==> config.mk <==
export PLATFORM = sky130hd
export DESIGN_NAME = line_feed_sched
export DESIGN_NICKNAME = d
export VERILOG_FILES = /design/src/rtl/line_feed_sched.sv
export SDC_FILE = /design/constraint.sdc
export NUM_CORES = 1
export LEC_CHECK = 0
export ABC_CLOCK_PERIOD_IN_PS = 3000
export CORE_MARGIN = 1
export CORE_UTILIZATION = 55
export DETAILED_ROUTE_END_ITERATION = 10
export DONT_BUFFER_PORTS = 1
export PLACE_DENSITY = 0.72
export SYNTH_ARGS = -nofsm -noshare
export SYNTH_HDL_FRONTEND = slang
export SYNTH_SLANG_ARGS = --single-unit
==> constraint.sdc <==
create_clock -name i_clk -period 3 [get_ports i_clk]
set_clock_uncertainty 0.2 [all_clocks]
set_input_delay 0.6 -clock i_clk [delete_from_list [all_inputs] [get_ports i_clk]]
set_output_delay 0.6 -clock i_clk [all_outputs]
set_load 0.02 [all_outputs]
Figure 1. Routing congestion map (run 1).
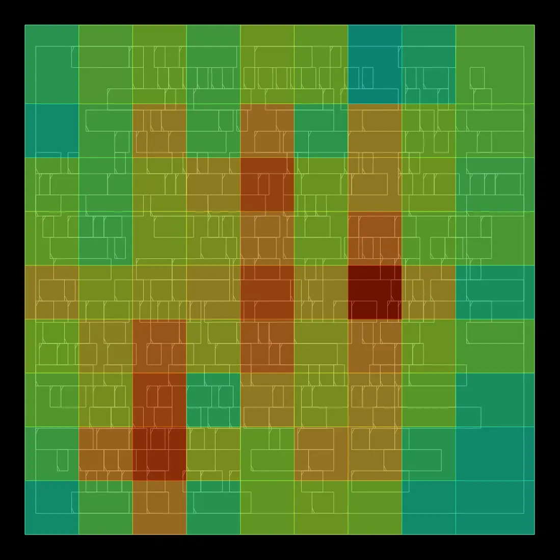
met1 layer usage reported by global route: 27.52%
met3 usage: 7.292%

Figure 2. PDN straps and rails (run 1).
Scale bar: 20 µm. Pins as bars on the die edge. Tap cells in gray.
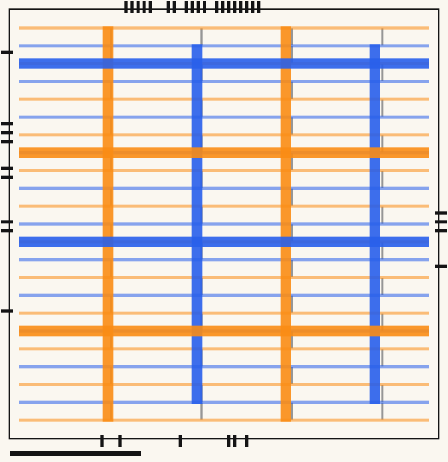
- VDD: blue
- VSS: orange
- met1 rails: 23
- rows: 22
- met5 straps: 4
- met4 straps: 4
placeable core region: 3744 µm²
floorplan die width: 65.30 µm
maximum vdd ir drop: 256.5 µV

Figure 3. Where the registers sit (run 1).
Other sequential cells in the stronger gray, the rest of the logic in the fainter gray.
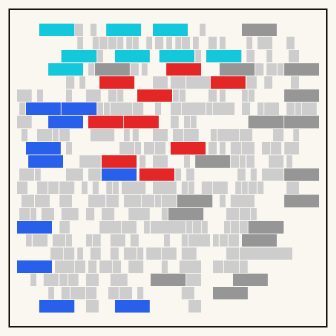
- `o_pix_data`: cyan (flops 8)
- `col_q`: red (flops 9)
- `o_lines_out`: blue (flops 10)
sequential-cell power consumption: 0.000596 W
Seq area share: 37.53%
register cell area after layout: 880.8 µm²
fraction of the core area covered by cells at the end of the flow: 62.70%

==> results.toml, run 1 <==
# implementation run metrics
[timing]
final_period_minus_worst_setup_slack_ns = 2.633
setup_viol = 0

[placement]
post-dp-hpwl_um = 3062
pre_cts_setup_slack_ns = 0.3902
place_congestion = 0.8412

[route]
via_count = 1772
routed_wire_length_per_instance_um = 13.55
maxUsedRoutingLayer = "met4"
final_antenna_net_count = 0

[power_and_ir_drop]
power_combinational_w = 0.0000428
switching_share_pct = 21.51
sequentialPowerShare_pct = 53.7
top_power_group = "registers"
leakage_power_total_nw = 0.8131
cell_internal_pwr_w = 0.0008714

[cells_and_area]
largest_register_ffs = 10
final_antenna_diode_count = 0
largestClassByArea = "multi-input combinational cells"
fillCellCount = 357
clock_cell_area_share_pct = 5.171

[yosys]
yosys.area.top_type = "sky130_fd_sc_hd__dfxtp_1"
ys_ff = 44
enable_flop_cells = 0
synth_xor_xnor_area_share_pct = 9.143
total_cell_area_reported_by_yosys_after_synthesis_um2 = 2203
netlist.top_cell.by_instances = "sky130_fd_sc_hd__dfxtp_1"
ys_dominant_reg_cell = "sky130_fd_sc_hd__dfxtp_1"

[critical_path]
critical_path.cell_chain = "nand4_1 -> nor2_1 -> nor3_2 -> ha_1 -> inv_1 -> fa_1 -> xor2_1 -> nor2_1 -> xnor2_1 -> nor2_1"
worst_path_largest_cell_delay_ns = 0.62
setup.reg_to_reg.worst_slack_ns = 0.37
cp_max_delay_cell = "sky130_fd_sc_hd__dfxtp_1"

[global_route]
grt_use_met2_pct = 32.47
largest_net_degree_at_the_start_of_global_routing = 18

[cts]
cts_max_level = 2
worst_setup_hold_path_clk_slew_ns = 0.09
tritoncts = "done"

[die]
tapCellCount = 48

[outcome]
run_status = "completed"
Figure 4. Metal layers overlaid (run 1).
Two of the layers only.
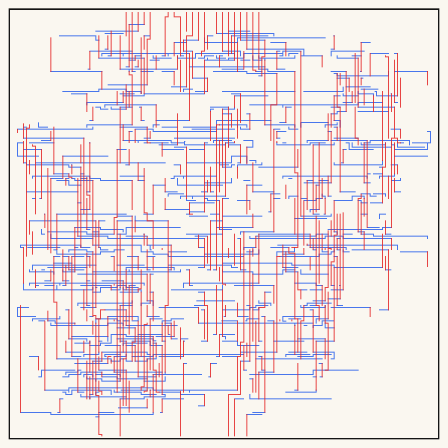

==> run 2: changes to the inputs <==
- CTS_BUF_LIST: default -> sky130_fd_sc_hd__clkbuf_16
- GPL_ROUTABILITY_DRIVEN: default -> 0
Figure 5. Metal layers overlaid (run 2).
Two of the layers only.
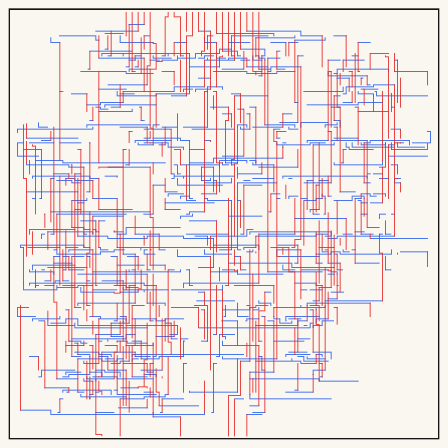
- metal 2: red (wire length 1980 µm)
- metal 1: blue (wire length 1970 µm)
GR Util All Layers: 21.51%
via count: 1781
total wire length: 4291 µm
drt wl/cell: 13.62 µm

Figure 6. PDN straps and rails (run 2).
Scale bar: 20 µm. Pins as bars on the die edge. Tap cells in gray.
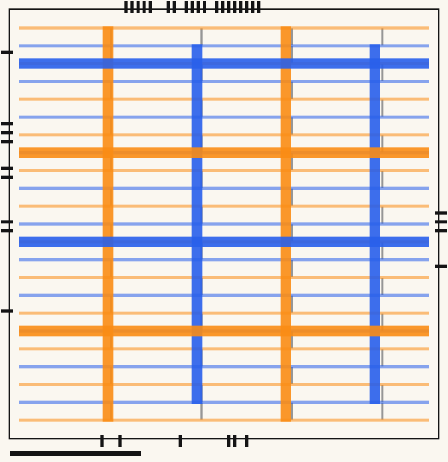
- VDD: blue
- VSS: orange
- signal pins: 38
- rows: 22
- met5 straps: 4
- met4 straps: 4
- met1 rails: 23
DIE HEIGHT: 65.30 µm
maximum vdd ir drop: 330.7 µV

==> run 2 against run 1 <==
Net effect: synthesized area stayed put; routed wire length increased by 0.54%; final cell count did not move; non-clock buffer count did not move; setup slack improved by 0.015 ns; critical path depth unchanged; critical path type unchanged.
==> results.toml, run 2 <==
# implementation run metrics
[outcome]
run_status = "completed"

[die]
die_width_um = 65.30
core_area_um2 = 3744
rows = 22
tapCellCount = 48
die_area_um2 = 4263

[timing]
worst_slew_margin_rel_pct = 54.26
setup_viol = 0
final_period_minus_worst_setup_slack_ns = 2.618
setup_total_negative_slack_ns = 0

[global_route]
grt_use_met2_pct = 33.25
grt.met3_usage_pct = 7.118
grt_pass1_wl_um = 7072
groute.layer.met1.usage_pct = 27.63
largest_net_degree_at_the_start_of_global_routing = 18
grt-busiest-layer = "met2"

[cells_and_area]
largest_register_ffs = 10
largestClassByArea = "multi-input combinational cells"
final_area_um2 = 2394
fraction_of_the_core_area_covered_by_cells_at_the_end_of_the_flow_pct = 63.94
clockBufferCount = 5
final_antenna_diode_count = 0
clock_cell_area_share_pct = 7.005
seq-cell-share_pct = 36.80
fillCellCount = 353
layout.area.seq_um2 = 880.8
layout.sequential_cells = 44

[critical_path]
worst-setup-path-type = "flip-flop to flip-flop"
worst_path_largest_cell_delay_ns = 0.61
cp_max_delay_cell = "sky130_fd_sc_hd__dfxtp_1"
reg2reg_depth = 10
critical_path.cell_chain = "nand4_1 -> nor2_1 -> nor3_2 -> ha_1 -> inv_1 -> fa_1 -> xor2_1 -> nor2_1 -> xnor2_1 -> nor2_1"
setup.reg_to_reg.worst_slack_ns = 0.38
critPathTopFamily = "simple AND/OR/NAND/NOR gates"

[flow_run]
max_cap_viol_count = 0
tool_warnings = 26

[yosys]
netlist.top_cell.by_instances = "sky130_fd_sc_hd__dfxtp_1"
enable_flop_cells = 0
ys_dominant_reg_cell = "sky130_fd_sc_hd__dfxtp_1"
asyncSetResetFlopFracSynth_pct = 0
synth_xor_xnor_area_share_pct = 9.143
yosys.area.top_type = "sky130_fd_sc_hd__dfxtp_1"
synth-cells-yosys = 264
ys_top_cells_by_count = "44 x sky130_fd_sc_hd__dfxtp_1, 37 x sky130_fd_sc_hd__nand2_1, 36 x sky130_fd_sc_hd__nor2_1, 16 x sky130_fd_sc_hd__a21oi_1, 14 x sky130_fd_sc_hd__xor2_1"
total_cell_area_reported_by_yosys_after_synthesis_um2 = 2203
post_synth_main_logic_family = "simple AND/OR/NAND/NOR gates"
post_synth_ao_oa_area_fraction_pct = 11.19
ys_ff = 44

[route]
final_antenna_net_count = 0
maxUsedRoutingLayer = "met4"
detailroute.wirelength.met2_um = 1981
first_iter_violations = 75

[power_and_ir_drop]
power-per-cell-area_nw_per_um2 = 521.2
top_power_group = "clock"
comb_power_share_pct = 3.4
power_combinational_w = 0.0000420
cell_internal_pwr_w = 0.0009909
leakage_power_total_nw = 0.8332
pwr.group.sequential_w = 0.000597
switching_share_pct = 20.58
p_clk_share_pct = 48.8
sequentialPowerShare_pct = 47.9

[placement]
pre_cts_setup_slack_ns = 0.3902
post-dp-hpwl_um = 3062

[cts]
cts_max_level = 2
worst_setup_hold_path_clk_slew_ns = 0.06
clock_tree.buffer_depth = 2
clock_tree.root_cell = "sky130_fd_sc_hd__clkbuf_16"
tritoncts = "done"

[worst_hold_path]
number_of_cells_on_the_worst_hold_path = 1
worst_hold_path_type = "primary input to flip-flop"
Power and IR drop assume default switching activity.
